--- src/rtl/riv_timeout_ctrl_pkg.sv ---
// -----------------------------------------------------------------------------
// riv_timeout_pkg
//   Shared types and default widths for the timeout/retry supervisor.
//   state_t     : supervisor FSM encoding (IDLE, ARMED, FAIL)
//   *_W_DEF     : default widths for timeout count, prescaler and retry count
// -----------------------------------------------------------------------------
package riv_timeout_pkg;

   typedef enum logic [1:0] {
      IDLE  = 2'd0,
      ARMED = 2'd1,
      FAIL  = 2'd2
   } state_t;

   localparam int TIMEOUT_W_DEF  = 16;
   localparam int PRESCALE_W_DEF = 8;
   localparam int RETRY_W_DEF    = 3;

endpackage

--- src/rtl/riv_timeout_ctrl_tick_gen.sv ---
// -----------------------------------------------------------------------------
// riv_tick_gen
//   Prescaler down-counter. Emits one tick per (value+1) enabled cycles and
//   reloads itself from 'value' on the tick.
// Ports
//   clk, rst : clock, asynchronous active-high reset
//   load     : force count <= value (takes priority over enable)
//   en       : count this cycle
//   value    : load / reload value (P)
//   tick     : count reached zero while enabled (combinational)
// -----------------------------------------------------------------------------
module riv_tick_gen
   import riv_timeout_pkg::*;
#(
   parameter int PRESCALE_W = PRESCALE_W_DEF
) (
   input  logic                  clk,
   input  logic                  rst,
   input  logic                  load,
   input  logic                  en,
   input  logic [PRESCALE_W-1:0] value,
   output logic                  tick
);

   logic [PRESCALE_W-1:0] cnt_q;
   logic [PRESCALE_W-1:0] cnt_d;

   assign tick = en && (cnt_q == '0);

   always_comb begin
      cnt_d = cnt_q;
      if (load) begin
         cnt_d = value;
      end else if (tick) begin
         cnt_d = value;
      end else if (en) begin
         cnt_d = cnt_q - PRESCALE_W'(1);
      end
   end

   always_ff @(posedge clk or posedge rst) begin
      if (rst) begin
         cnt_q <= '0;
      end else begin
         cnt_q <= cnt_d;
      end
   end

endmodule

--- src/rtl/riv_timeout_ctrl.sv ---
// -----------------------------------------------------------------------------
// riv_timeout_ctrl
//   Timeout/retry supervisor. 'start' arms a prescaled down-count of T ticks
//   (tick = P+1 clocks). 'ack' ends the wait with a done pulse. Each expiry
//   without ack pulses timeout_pulse and re-arms, up to R times, after which
//   the block sits in FAIL until start or abort.
// Ports
//   clk, rst      : clock, asynchronous active-high reset
//   start         : arm request (honoured in IDLE or FAIL only)
//   abort         : unconditional return to IDLE
//   ack           : awaited event arrived
//   timeout_val   : T, captured on start
//   prescale_val  : P, captured on start
//   max_retry     : R, captured on start
//   busy          : high while ARMED
//   timeout_pulse : one-cycle pulse per expiry
//   done          : one-cycle pulse when ack ends an ARMED wait
//   fail          : high while in FAIL
//   retry_cnt     : re-arms taken this run, held after ack/fail/abort
// -----------------------------------------------------------------------------
module riv_timeout_ctrl
   import riv_timeout_pkg::*;
#(
   parameter int TIMEOUT_W  = TIMEOUT_W_DEF,
   parameter int PRESCALE_W = PRESCALE_W_DEF,
   parameter int RETRY_W    = RETRY_W_DEF
) (
   input  logic                  clk,
   input  logic                  rst,
   input  logic                  start,
   input  logic                  abort,
   input  logic                  ack,
   input  logic [TIMEOUT_W-1:0]  timeout_val,
   input  logic [PRESCALE_W-1:0] prescale_val,
   input  logic [RETRY_W-1:0]    max_retry,
   output logic                  busy,
   output logic                  timeout_pulse,
   output logic                  done,
   output logic                  fail,
   output logic [RETRY_W-1:0]    retry_cnt
);

   state_t                state_q, state_d;
   logic [TIMEOUT_W-1:0]  cnt_q, cnt_d;
   logic [TIMEOUT_W-1:0]  t_cfg_q, t_cfg_d;
   logic [PRESCALE_W-1:0] p_cfg_q, p_cfg_d;
   logic [RETRY_W-1:0]    r_cfg_q, r_cfg_d;
   logic [RETRY_W-1:0]    retry_q, retry_d;
   logic                  busy_q, busy_d;
   logic                  pulse_q, pulse_d;
   logic                  done_q, done_d;
   logic                  fail_q, fail_d;

   logic                  pre_load;
   logic                  pre_en;
   logic [PRESCALE_W-1:0] pre_val;
   logic                  tick;

   riv_tick_gen #(
      .PRESCALE_W (PRESCALE_W)
   ) u_tick_gen (
      .clk   (clk),
      .rst   (rst),
      .load  (pre_load),
      .en    (pre_en),
      .value (pre_val),
      .tick  (tick)
   );

   always_comb begin
      state_d  = state_q;
      cnt_d    = cnt_q;
      t_cfg_d  = t_cfg_q;
      p_cfg_d  = p_cfg_q;
      r_cfg_d  = r_cfg_q;
      retry_d  = retry_q;
      pulse_d  = 1'b0;
      done_d   = 1'b0;
      pre_load = 1'b0;
      pre_en   = 1'b0;
      pre_val  = p_cfg_q;

      if (abort) begin
         state_d = IDLE;
      end else begin
         unique case (state_q)
            ARMED: begin
               if (ack) begin
                  // ack beats an expiry landing on the same edge
                  state_d = IDLE;
                  done_d  = 1'b1;
               end else if (cnt_q == '0) begin
                  pulse_d = 1'b1;
                  if (retry_q < r_cfg_q) begin
                     retry_d  = retry_q + RETRY_W'(1);
                     cnt_d    = t_cfg_q;
                     pre_load = 1'b1;
                  end else begin
                     state_d = FAIL;
                  end
               end else begin
                  // prescaler only runs while a non-zero count is pending
                  pre_en = 1'b1;
                  if (tick) begin
                     cnt_d = cnt_q - TIMEOUT_W'(1);
                  end
               end
            end
            default: begin
               if (start) begin
                  t_cfg_d  = timeout_val;
                  p_cfg_d  = prescale_val;
                  r_cfg_d  = max_retry;
                  cnt_d    = timeout_val;
                  pre_load = 1'b1;
                  pre_val  = prescale_val;
                  retry_d  = '0;
                  state_d  = ARMED;
               end
            end
         endcase
      end

      busy_d = (state_d == ARMED);
      fail_d = (state_d == FAIL);
   end

   always_ff @(posedge clk or posedge rst) begin
      if (rst) begin
         state_q <= IDLE;
         cnt_q   <= '0;
         t_cfg_q <= '0;
         p_cfg_q <= '0;
         r_cfg_q <= '0;
         retry_q <= '0;
         busy_q  <= 1'b0;
         pulse_q <= 1'b0;
         done_q  <= 1'b0;
         fail_q  <= 1'b0;
      end else begin
         state_q <= state_d;
         cnt_q   <= cnt_d;
         t_cfg_q <= t_cfg_d;
         p_cfg_q <= p_cfg_d;
         r_cfg_q <= r_cfg_d;
         retry_q <= retry_d;
         busy_q  <= busy_d;
         pulse_q <= pulse_d;
         done_q  <= done_d;
         fail_q  <= fail_d;
      end
   end

   assign busy          = busy_q;
   assign timeout_pulse = pulse_q;
   assign done          = done_q;
   assign fail          = fail_q;
   assign retry_cnt     = retry_q;

endmodule
--- config.mk ---
export PLATFORM = sky130hd
export DESIGN_NAME = riv_timeout_ctrl
export DESIGN_NICKNAME = d
export VERILOG_FILES = /design/src/rtl/riv_timeout_ctrl_pkg.sv /design/src/rtl/riv_timeout_ctrl_tick_gen.sv /design/src/rtl/riv_timeout_ctrl.sv
export SDC_FILE = /design/constraint.sdc
export NUM_CORES = 1
export LEC_CHECK = 0
export CAP_MARGIN = 15
export CORE_ASPECT_RATIO = 0.75
export CORE_MARGIN = 2
export CORE_UTILIZATION = 40
export DETAILED_ROUTE_END_ITERATION = 8
export HOLD_SLACK_MARGIN = 0.15
export PLACE_DENSITY = 0.57
export SYNTH_ARGS = -nofsm -noshare
export SYNTH_HDL_FRONTEND = slang
export SYNTH_SLANG_ARGS = --single-unit
--- constraint.sdc ---
create_clock -name clk -period 7.7 [get_ports clk]
set_input_delay 1.54 -clock clk [delete_from_list [all_inputs] [get_ports clk]]
set_output_delay 1.54 -clock clk [all_outputs]
set_load 0.1 [all_outputs]
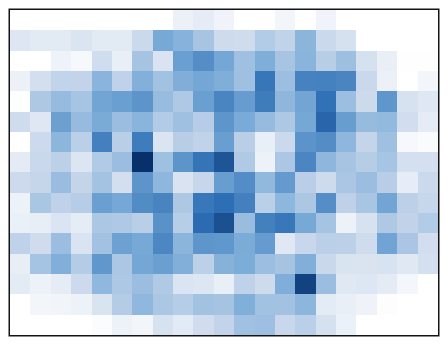
**Above:** run 1 (routed metal per tile).
The die is cut into 21 by 16 equal tiles; white is low, dark blue is high, scaled to the fullest tile. Values are wire area over tile area, all layers added.
- tiles over half the peak: 19%
- nearly empty tiles: 12%
- densest ninth of the die: middle
detailed-route wire length per cell: 14.9 um
DRT Wirelength: 7490 um
number of vias after detailed routing: 2597
Total Routing Usage GR: 19.6%

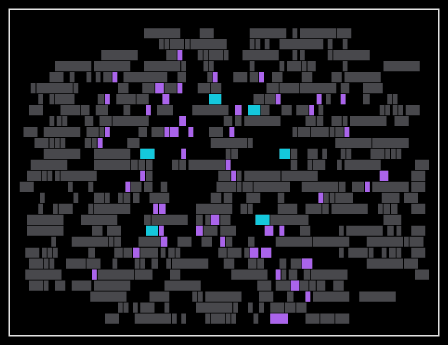
**Above:** run 1 (gate families picked out).
- non-inverting ao/oa cells: cyan (cells 6)
- nor cells: purple (cells 48)

==> results.py, run 1 <==
# Flow results
metrics = {
    "sta": {
        "hold_viol": 0,
        "setup_viol": 0,
        "max_slew_headroom_pct": 29.6,
        "timing.final.crit_share_pct": 53.0,
        "worst_hold_slack_ps": 467,
        "fin_setup_tns_ps": 0,
        "timing.final.crit_period_ps": 4080,
        "worst_pin_slew_ps": 1050,
    },
    "critical_path": {
        "worstSetupEndpointType": "register",
        "cp_max_fanout": 14,
        "cp-start-kind": "primary input",
        "r2r_cells": 8,
        "crit_arrival_ps": 4330,
    },
    "logic_synthesis": {
        "synth.net_count": 399,
        "yosys.cell_types.count": 51,
        "enable_flop_cells": 0,
        "synth-cells-yosys": 361,
    },
    "cts": {
        "cts_htree_levels": 3,
        "cts.repair.resized": 0,
        "cts_hold_buffers": 0,
        "cts_max_path_buffers": 2,
        "clkLatencyLatePin_ps": 350,
    },
    "die": {
        "die-width_um": 106,
        "io-pin-count": 39,
        "row_count": 27,
        "die_area_sq_um": 8540,
    },
    "pwr": {
        "swShare_pct": 30.0,
    },
    "hold_path": {
        "holdCritPathClass": "register to register",
    },
    "detailed_routing": {
        "vias_per_cell": 5.16,
        "initialDrtViolationCount": 149,
    },
    "global_routing": {
        "grt_start_max_net_pins": 61,
    },
    "flow_run": {
        "log.warning_count": 27,
        "max_cap_viol_count": 0,
    },
    "finish": {
        "multiInputGateArea_sq_um": 1480,
        "post_route_cells_drive_above_1_share_pct": 8.21,
        "antenna-diode-count": 0,
    },
    "outcome": {
        "status": "complete, no violations",
    },
}
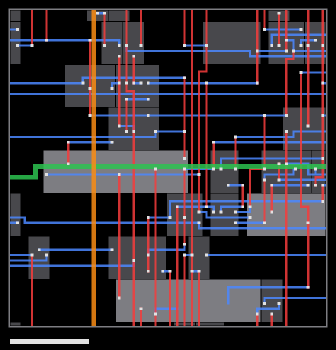
**Above:** run 1 (zoomed window).
Scale bar: 5 um. Region (43, 46) to (63, 66) um. Cells in grey, sequential cells in the stronger grey; small squares are vias.
- metal 4: orange
- metal 1: blue
- metal 3: green
- metal 2: red
- cells with their middle in the window: 20
- netlist names of flops here include: cnt_q (2), t_cfg_q (1)
- most frequent: nor2_1 (4), dfrtp_1 (3), nand2_1 (2)
- sequential cells in the window: 3

[run 1: path summary, 6_finish.rpt]
path,start,end,slack (ps)
setup / recovery,abort,u_tick_gen.cnt_q[4],3620
hold / removal,t_cfg_q[11],t_cfg_q[11],470
setup reg to reg,cnt_q[0],u_tick_gen.cnt_q[4],4020
hold reg to reg,t_cfg_q[11],t_cfg_q[11],470
max in group asynchronous,rst,t_cfg_q[3],5470
min in group asynchronous,rst,p_cfg_q[1],1730
[run 1: layout make-up]
class	count	share of cell area, %
clock inverters	4	1.83
well taps	101	3.30
clock buffers	12	4.31
multi-input cells	267	38.6
repair buffers	45	11.4
flip-flops and latches	60	39.2
inverters	14	1.37
[run 1: metal layers]
metal	wire (um)	GRT usage, %	vias up
met1	3890	26.6	1222
met3	388	6.90	8
met2	3130	29.3	54
met5	0	0	-
li1	-	-	1313
met4	84	6.05	0
[run 1: cell usage in the layout, fill, tap and decap left out, types with 3 or more instances in the layout]
cell type and count:
ha_1 6, dfrtp_1 60, a21oi_1 12, nand3_1 4, nand2b_1 3, nand2_1 102, a22oi_1 5, buf_4 6
mux2i_1 6, o211ai_1 7, nor3_1 7, nor2_1 31, or4_1 5, inv_1 13, clkdlybuf4s50_1 38, nor4_1 5
o21ai_0 20, clkbuf_8 12, or3_1 3, a31oi_1 8, xor2_1 7
[run 1: registers in the layout (all words and copies together) (netlist names), 2 cells and up]
register	count
cnt_q	16
p_cfg_q	8
r_cfg_q	3
retry_cnt	3
state_q	2
t_cfg_q	16
u_tick_gen.cnt_q	8
[run 1: worst max-delay path: stages]
cell and delay (ps):
clkdlybuf4s50_1 520, or4b_2 820, nor4_1 280, o21ai_0 230, o311a_1 390, mux2_4 370, a22o_1 170
[run 1: power groups by stage]
stage	logic, mW	registers [mW]	clock network, mW
floorplan	0.137	0.426	0
global placement	0.188	0.435	0
detailed placement	0.193	0.437	0
CTS	0.194	0.432	0.343
global route	0.221	0.441	0.359
finish	0.192	0.432	0.333
[run 1: kinds of logic (layout without fill, tap and decap cells)]
kind of cell | after synthesis | after routing | share of synthesized area, %
AND/OR/NAND/NOR | 175 | 175 | 24.8
AND-OR/OR-AND | 69 | 69 | 14.7
flip-flops | 60 | 60 | 48.0
buffers and inverters | 34 | 75 | 4.84
XOR/XNOR | 9 | 9 | 2.52
multiplexers | 8 | 8 | 2.76
adder cells (fa/ha/maj) | 6 | 6 | 2.40
[run 1: cells in the mapped netlist, drive strengths merged, types with 3 or more instances]
cell type / n / share of area (%)
dfrtp: 60 / 48
a22oi: 5 / 1.2
a31oi: 8 / 1.6
or4: 6 / 1.6
nor2: 31 / 3.7
nand2: 102 / 12
nor3: 7 / 1.1
nor4: 5 / 1.0
a21oi: 12 / 1.9
or2: 3 / 0.60
o211ai: 7 / 1.7
nor3b: 3 / 0.72
clkbuf: 11 / 1.4
nand3: 4 / 0.64
o21ai: 21 / 3.4
mux2i: 6 / 1.9
buf: 9 / 1.8
ha: 6 / 2.4
nand2b: 3 / 0.60
or3: 3 / 0.60
xor2: 7 / 2.0
inv: 14 / 1.7
[run 1: metrics by stage]
step	cell area (sq um)	std cells
global placement	3580	486
global route	3830	503
finish	3830	503
floorplan	3130	361
detailed placement	3580	486
CTS	3820	502
==> inputs of run 2 (changes only) <==
PLACE_DENSITY = 0.59   (was 0.57)
clock period = 3.3 ns   (was 7.7 ns; I/O delays follow)
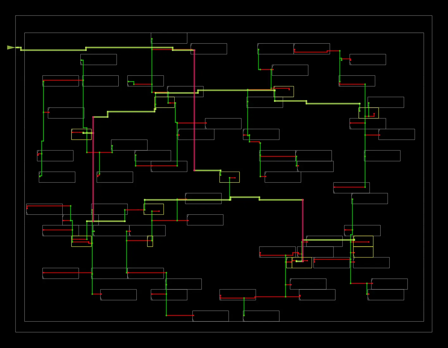
**Above:** run 2 (clock wiring as the flow saved it).
clock group total power: 539 uW
# clock sinks: 60
Inserted Clock Buffers: 9
clock latency on the worst-skew pair: 350 ps

==> results.py, run 2 <==
# Flow results
metrics = {
    "pwr": {
        "swShare_pct": 32.0,
    },
    "logic_synthesis": {
        "synth-cells-yosys": 361,
        "synthTopLogicFamily": "simple AND/OR/NAND/NOR gates",
        "netlist.top_cell.by_instances": "nand2_1",
        "yosysTopAreaCell": "dfrtp_1",
        "synthMuxAreaShare_pct": 2.76,
        "netlist_top_cells_area": "dfrtp_1 (48%), nand2_1 (12%), nor2_1 (3.7%)",
        "synthSimpleGateAreaFrac_pct": 24.8,
        "yosys.cell_types.count": 51,
        "synth-xor-area-share_pct": 2.52,
        "enable_flop_cells": 0,
    },
    "critical_path": {
        "cp_top_family": "simple AND/OR/NAND/NOR gates",
        "timing.critical_path.slowest_stage_cell": "or4b_1",
        "crit_arrival_ps": 3390,
        "ordered_cell_list_for_the_critical_path": "inv_1, ha_1, or3b_2, or4b_1, or2_1, buf_4, o311a_1, buf_4, mux2i_1, a22oi_1",
        "cpPeakStageDelay_ps": 550,
        "critPathBufInv": 3,
        "worstSetupEndpointType": "register",
        "cp-start-kind": "register",
    },
    "sta": {
        "setup_viol": 0,
        "worst_pin_slew_ps": 1180,
        "fin_setup_tns_ps": 0,
    },
    "detailed_routing": {
        "initialDrtViolationCount": 121,
        "postRouteWirelength_um": 7550,
        "dr_total_vias": 2651,
        "vias_per_cell": 5.13,
    },
    "hold_path": {
        "holdCritPathClass": "register to register",
    },
    "die": {
        "die_area_sq_um": 8540,
        "io-pin-count": 39,
    },
    "finish": {
        "antenna-diode-count": 0,
        "largest_registers": "cnt_q x16, t_cfg_q x16",
        "final_common_cell": "nand2_1",
        "final_cell_count_no_fill": 517,
    },
    "flow_run": {
        "max_cap_viol_count": 0,
    },
    "outcome": {
        "status": "complete, no violations",
    },
}
==> run 2: cell count changes in the layout (fill, tap and decap cells not counted), sizes merged <==
| cell | before | now |
|---|---|---|
| buf | 7 | 31 |
| o311ai | 2 | 3 |
| bufinv | 2 | 0 |
| clkdlybuf4s50 | 38 | 31 |
| clkinv | 2 | 0 |
==> run 2: repair_timing <==
item | CTS | global route
buffers inserted | 0 | 3
endpoints found under the hold margin | 0 | 0
endpoints found under the setup margin | 0 | 17
gates resized | 0 | 4
==> run 2: worst min-delay path, cell delays in order, from the launching register on <==
cell	delay (ps)
dfrtp_1	340
nand2_1	50
nand2_1	50
==> run 2: final timing paths <==
path                            start                   to  slack (ps)  cells past startpoint
max                          cnt_q[1]  u_tick_gen.cnt_q[7]         180                     10
min                        t_cfg_q[9]           t_cfg_q[9]         470                      2
max reg2reg                  cnt_q[1]  u_tick_gen.cnt_q[7]         180                     10
min reg2reg                t_cfg_q[9]           t_cfg_q[9]         470                      2
max in group asynchronous         rst                 done        2350                      3
min in group asynchronous         rst           p_cfg_q[0]         690                      3
==> run 2: cells by family after synthesis <==
family                   count (synthesis)
XOR/XNOR                                 9
multiplexers                             8
AND-OR/OR-AND                           69
flip-flops                              60
buffers and inverters                   34
AND/OR/NAND/NOR                        175
adder cells (fa/ha/maj)                  6
==> run 2: stage by stage <==
| stage | power, mW | worst slack, ps | area, sq um | hold WS (ps) |
|---|---|---|---|---|
| floorplan | 1.31 | 198 | 3130 | 437 |
| detailed placement | 1.49 | -87.0 | 3690 | 457 |
| CTS | 2.04 | 1.51 | 3840 | 472 |
| global route | 2.17 | 2.18 | 3890 | 495 |
| global placement | 1.48 | -12.8 | 3690 | 453 |
| finish | 2.03 | 176 | 3890 | 468 |
==> run 2: per-layer routing <==
layer  vias up  global-route usage, %  part of all wire [%]
met4         0                   6.18                  0.95
met5         -                      0                     0
met3         8                   6.09                   5.0
li1       1345                      -                     -
met1      1241                   27.0                    53
met2        57                   29.7                    41
==> run 2: final cells by class <==
| cell class | instances | area (sq um) |
|---|---|---|
| clock buffer | 12 | 145 |
| fill | 728 | 3580 |
| inverter | 14 | 52.6 |
| multi-input combinational | 268 | 1510 |
| sequential | 60 | 1500 |
| tap | 101 | 126 |
| timing repair buffer | 62 | 556 |
==> run 2: power groups by stage <==
stage,clock [mW],sequential (mW),combinational [mW]
finish,0.539,0.999,0.491
global route,0.582,1.02,0.563
CTS,0.556,0.998,0.485
detailed placement,0,1.01,0.484
global placement,0,1.01,0.471
floorplan,0,0.993,0.320
No activity file was given, so power comes from the tool's default toggle rates.
